==> images/cell_classes.png <==
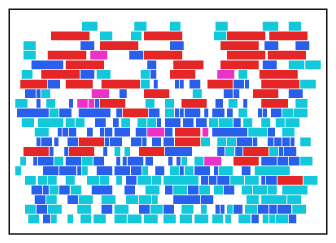
==> images/final_congestion.png <==
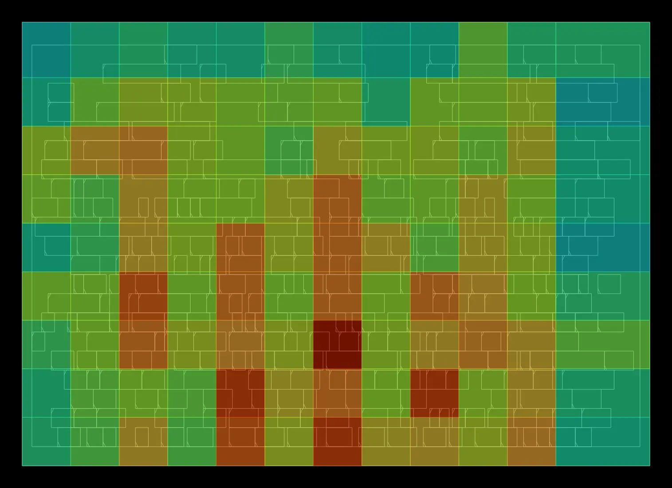
==> images/pins.png <==
Pins as bars across the die edge, other pins in grey.
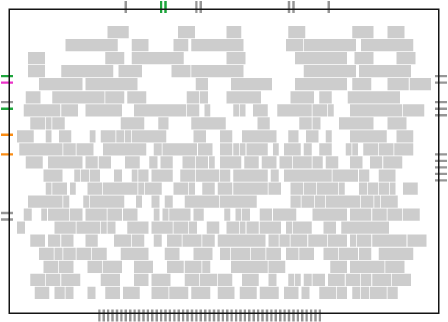
==> images/clock_map.png <==
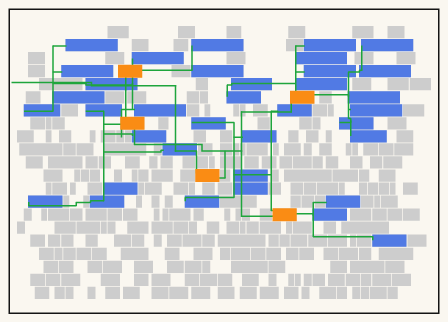
==> images/metal_stack.png <==
Two of the layers only.
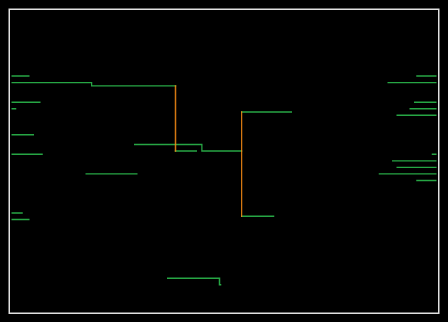
File: src/rtl/sram2rw_pkg.sv
// Shared parameters and top-level FSM state encoding for the dual-port
// SRAM controller.
package sram2rw_pkg;

    localparam int ADDR_W = 6;
    localparam int DATA_W = 4;
    localparam int DEPTH  = 64;

    typedef enum logic [1:0] {
        RESET_IDLE = 2'd0,
        INIT       = 2'd1,
        RUN        = 2'd2
    } top_state_t;

endpackage

File: src/rtl/sram2rw_resp_fifo.sv
// Two-entry read-response FIFO with valid/ready on both sides; a push and a
// pop may happen in the same cycle, including when full.
module sram2rw_resp_fifo #(
    parameter int DATA_W = 4
) (
    input  logic              clk,
    input  logic              rst,
    input  logic              in_valid,
    output logic              in_ready,
    input  logic [DATA_W-1:0] in_data,
    output logic              out_valid,
    input  logic              out_ready,
    output logic [DATA_W-1:0] out_data,
    output logic [1:0]        count
);

    logic [DATA_W-1:0] mem [2];
    logic              wr_ptr;
    logic              rd_ptr;
    logic              push;
    logic              pop;

    assign out_valid = (count != 2'd0);
    assign out_data  = mem[rd_ptr];
    assign in_ready  = (count != 2'd2) || out_ready;
    assign push      = in_valid && in_ready;
    assign pop       = out_valid && out_ready;

    always_ff @(posedge clk) begin
        if (rst) begin
            wr_ptr <= 1'b0;
            rd_ptr <= 1'b0;
            count  <= 2'd0;
        end else begin
            if (push) begin
                mem[wr_ptr] <= in_data;
                wr_ptr      <= ~wr_ptr;
            end
            if (pop) begin
                rd_ptr <= ~rd_ptr;
            end
            count <= count + 2'(push) - 2'(pop);
        end
    end

endmodule

File: src/rtl/sram2rw_ctrl.sv
// Dual-channel controller for a 2RW SRAM macro: zero-scrubs the array after
// reset, then maps each request channel onto one SRAM port.
module sram2rw_ctrl #(
    parameter int ADDR_W = sram2rw_pkg::ADDR_W,
    parameter int DATA_W = sram2rw_pkg::DATA_W,
    parameter int DEPTH  = sram2rw_pkg::DEPTH
) (
    input  logic              clock,
    input  logic              reset,
    input  logic              req1_valid,
    output logic              req1_ready,
    input  logic              req1_write,
    input  logic [ADDR_W-1:0] req1_addr,
    input  logic [DATA_W-1:0] req1_wdata,
    output logic              resp1_valid,
    input  logic              resp1_ready,
    output logic [DATA_W-1:0] resp1_rdata,
    input  logic              req2_valid,
    output logic              req2_ready,
    input  logic              req2_write,
    input  logic [ADDR_W-1:0] req2_addr,
    input  logic [DATA_W-1:0] req2_wdata,
    output logic              resp2_valid,
    input  logic              resp2_ready,
    output logic [DATA_W-1:0] resp2_rdata,
    output logic              sram_csb1,
    output logic              sram_web1,
    output logic              sram_oeb1,
    output logic [ADDR_W-1:0] sram_a1,
    output logic [DATA_W-1:0] sram_i1,
    input  logic [DATA_W-1:0] sram_o1,
    output logic              sram_csb2,
    output logic              sram_web2,
    output logic              sram_oeb2,
    output logic [ADDR_W-1:0] sram_a2,
    output logic [DATA_W-1:0] sram_i2,
    input  logic [DATA_W-1:0] sram_o2,
    output logic              init_done,
    output logic [1:0]        dbg_state
);

    import sram2rw_pkg::*;

    // Handshake: a transfer happens on the clock edge ending any cycle in which
    // valid && ready; valid must not wait for ready, ready may depend on valid.

    top_state_t        state;
    top_state_t        state_nxt;
    logic [ADDR_W-1:0] init_cnt;
    logic              rd_pend1;
    logic              rd_pend2;
    logic              run;
    logic              acc1;
    logic              acc2;
    logic              collide;
    logic              rd_room1;
    logic              rd_room2;
    logic              fifo1_valid;
    logic              fifo2_valid;
    logic              fifo1_in_ready;
    logic              fifo2_in_ready;
    logic [1:0]        fifo1_cnt;
    logic [1:0]        fifo2_cnt;

    always_ff @(posedge clock) begin
        if (reset) begin
            state    <= RESET_IDLE;
            init_cnt <= '0;
            rd_pend1 <= 1'b0;
            rd_pend2 <= 1'b0;
        end else begin
            state    <= state_nxt;
            if (state == INIT) begin
                init_cnt <= init_cnt + ADDR_W'(1);
            end
            rd_pend1 <= acc1 && !req1_write;
            rd_pend2 <= acc2 && !req2_write;
        end
    end

    always_comb begin
        state_nxt = state;
        case (state)
            RESET_IDLE: state_nxt = INIT;
            INIT:       if (init_cnt == ADDR_W'(DEPTH - 1)) state_nxt = RUN;
            RUN:        state_nxt = RUN;
            default:    state_nxt = RESET_IDLE;
        endcase
    end

    // Outputs are masked by reset directly so the pins go idle in the very
    // cycle reset is raised, not one edge later.
    assign run       = (state == RUN) && !reset;
    assign init_done = run;
    assign dbg_state = state;

    // A read may only be accepted if its response is guaranteed a FIFO slot.
    assign rd_room1 = fifo1_in_ready && ((fifo1_cnt + {1'b0, rd_pend1}) < 2'd2);
    assign rd_room2 = fifo2_in_ready && ((fifo2_cnt + {1'b0, rd_pend2}) < 2'd2);

    assign req1_ready = run && (req1_write || rd_room1);
    assign acc1       = req1_valid && req1_ready;
    assign collide    = acc1 && req2_valid && (req1_addr == req2_addr)
                        && (req1_write || req2_write);
    assign req2_ready = run && (req2_write || rd_room2) && !collide;
    assign acc2       = req2_valid && req2_ready;

    always_comb begin
        sram_csb1 = 1'b1;
        sram_web1 = 1'b1;
        sram_oeb1 = 1'b1;
        sram_a1   = '0;
        sram_i1   = '0;
        sram_csb2 = 1'b1;
        sram_web2 = 1'b1;
        sram_oeb2 = 1'b1;
        sram_a2   = '0;
        sram_i2   = '0;
        if (!reset) begin
            case (state)
                INIT: begin
                    sram_csb1 = 1'b0;
                    sram_web1 = 1'b0;
                    sram_a1   = init_cnt;
                end
                RUN: begin
                    sram_csb1 = !acc1;
                    sram_web1 = !req1_write;
                    sram_oeb1 = req1_write;
                    sram_a1   = req1_addr;
                    sram_i1   = req1_wdata;
                    sram_csb2 = !acc2;
                    sram_web2 = !req2_write;
                    sram_oeb2 = req2_write;
                    sram_a2   = req2_addr;
                    sram_i2   = req2_wdata;
                end
                default: ;
            endcase
        end
    end

    sram2rw_resp_fifo #(.DATA_W(DATA_W)) u_fifo1 (
        .clk       (clock),
        .rst       (reset),
        .in_valid  (rd_pend1),
        .in_ready  (fifo1_in_ready),
        .in_data   (sram_o1),
        .out_valid (fifo1_valid),
        .out_ready (resp1_ready && !reset),
        .out_data  (resp1_rdata),
        .count     (fifo1_cnt)
    );

    sram2rw_resp_fifo #(.DATA_W(DATA_W)) u_fifo2 (
        .clk       (clock),
        .rst       (reset),
        .in_valid  (rd_pend2),
        .in_ready  (fifo2_in_ready),
        .in_data   (sram_o2),
        .out_valid (fifo2_valid),
        .out_ready (resp2_ready && !reset),
        .out_data  (resp2_rdata),
        .count     (fifo2_cnt)
    );

    assign resp1_valid = fifo1_valid && !reset;
    assign resp2_valid = fifo2_valid && !reset;

endmodule
File: config.mk
export PLATFORM = sky130hd
export DESIGN_NAME = sram2rw_ctrl
export DESIGN_NICKNAME = d
export VERILOG_FILES = /design/src/rtl/sram2rw_pkg.sv /design/src/rtl/sram2rw_resp_fifo.sv /design/src/rtl/sram2rw_ctrl.sv
export SDC_FILE = /design/constraint.sdc
export NUM_CORES = 1
export LEC_CHECK = 0
export CORE_ASPECT_RATIO = 0.7
export CORE_UTILIZATION = 35
export CTS_CLUSTER_DIAMETER = 30
export CTS_CLUSTER_SIZE = 40
export DETAILED_ROUTE_END_ITERATION = 10
export GPL_ROUTABILITY_DRIVEN = 0
export PLACE_DENSITY = 0.67
export SETUP_SLACK_MARGIN = 0.05
export SLEW_MARGIN = 5
export SYNTH_ARGS = -nofsm -noshare
export SYNTH_HDL_FRONTEND = slang
export SYNTH_SLANG_ARGS = --single-unit
File: constraint.sdc
create_clock -name clock -period 2.2 [get_ports clock]
set_input_delay 0.66 -clock clock [delete_from_list [all_inputs] [get_ports clock]]
set_output_delay 0.66 -clock clock [all_outputs]
set_load 0.01 [all_outputs]
==> impl_metrics.json <==
{
  "vdd.ir_drop.worst_mv": 0.5379,
  "cts_resized": 199,
  "top_cell": "nor2_1",
  "holdBufCountCts": 0,
  "setup_tns_ns": -2.368,
  "clk_path_buf_depth": 2,
  "r2r_start": "dbg_state[1]$_SDFFE_PP0P_",
  "cts.clk_slew.worst_paths_ns": 0.07,
  "yosysTopAreaCell": "edfxtp_1",
  "finalSetupViolCount": 18,
  "htreeDepth": 2,
  "hpwl_um": 3478,
  "viasPerCell": 4.495,
  "hold_violations": 0,
  "met3WireLength_um": 193,
  "yosys_area_mm2": 0.001866,
  "drt_iter0_markers": 69,
  "critPathMaxStageDelay_ns": 0.32,
  "p_per_area_mw_per_mm2": 625.0,
  "syn_to_final_growth_pct": 81.22,
  "worstPathRequired_ns": 1.54,
  "insertion_delay_ns": 0.29,
  "grt_pass1_wl_um": 8086,
  "violations": "negative setup slack",
  "die-area_mm2": 0.005631,
  "inverters": 9,
  "ys_sh_xor_pct": 8.920,
  "yosysCellCount": 181,
  "ys_warn_count": 0,
  "dpl_cell_area_mm2": 0.002970,
  "syn_inst": 181,
  "crit_slowest_cell": "a2111oi_4",
  "pre_cts_slack_ns": -1.011,
  "mostFrequentLayoutCells": "38 x buf_4, 22 x nor2_1, 22 x buf_6, 21 x clkdlybuf4s50_1",
  "cts_tree": "done",
  "crit_chain": "buf_6 -> and2b_1 -> a2111oi_4 -> buf_4 -> nand4_4 -> o211a_1 -> buf_2",
  "tightest_slew_ns": 0.2898,
  "seqCellArea_um2": 888.4,
  "cp-end-kind": "output pin",
  "dominant_cells": "non-clock buffers",
  "grt_setup_unrepaired": "yes",
  "cap_violations": 0,
  "ant_nets": 0,
  "syn_area_per_cell_um2": 10.31,
  "ys_sh_adder_pct": 5.366,
  "path_max_fanout": 3,
  "outcome": "complete, but fails checks",
  "finalCriticalPeriod_ns": 2.462,
  "reg2reg_to": "init_cnt[5]$_SDFFE_PP0N_",
  "grt-ovfl-total": 0,
  "nFillCells": 406,
  "fin_ws_ns": -0.2617,
  "synth-simple-area-share_pct": 20.46
}
-- cell_classes.png (at the start) --
colour	class	cells	share of their area
cyan	other buffers and delay cells	128	36%
blue	all other logic	139	34%
magenta	clock drivers and dummy loads	8	2.7%
red	flops	36	27%

-- final_congestion.png (at the start) --
routed len/inst: 13.64 um
gr usage total: 19.30%
GR Util met2: 30.25%
Final Core Density: 68.44%

-- pins.png (at the start) --
colour	port	pins	direction	edge
orange	`dbg_state`	2	output	left
green	`sram_o1`	4	input	2 top, 2 left
magenta	`clock`	1	input	left
all pins by edge	51 bottom, 10 right, 8 left, 8 top

-- clock_map.png (at the start) --
[blue] flip-flops | count: 36
[orange] cells driving clock nets | count: 5
[green] clock wires | length: 462 um
routed clock nets	6

-- metal_stack.png (at the start) --
colour	layer	wire length
orange	met4	35.4 um
green	met3	194 um

-- power by group --
part           internal [mW]  switching (mW)  total [mW]
Clock                  0.220           0.240       0.461
Combinational          0.514           0.376       0.889
Sequential             0.732          0.0304       0.763
-- layer usage --
metal	global-route usage, %	vias up
met5	0	-
met4	4.960	0
met3	4.718	5
met2	30.25	26
met1	26.62	807
li1	-	870
-- registers in the layout, summed over array words and instances, names as in the netlist, named ones only --
signal / cells
u_fifo2.rd_ptr: 1
u_fifo1.mem: 8
rd_pend2: 1
u_fifo2.mem: 8
rd_pend1: 1
u_fifo1.rd_ptr: 1
u_fifo1.count: 2
init_cnt: 6
u_fifo2.wr_ptr: 1
u_fifo1.wr_ptr: 1
u_fifo2.count: 2
dbg_state: 2
Power is estimated from default activity; no workload was simulated.
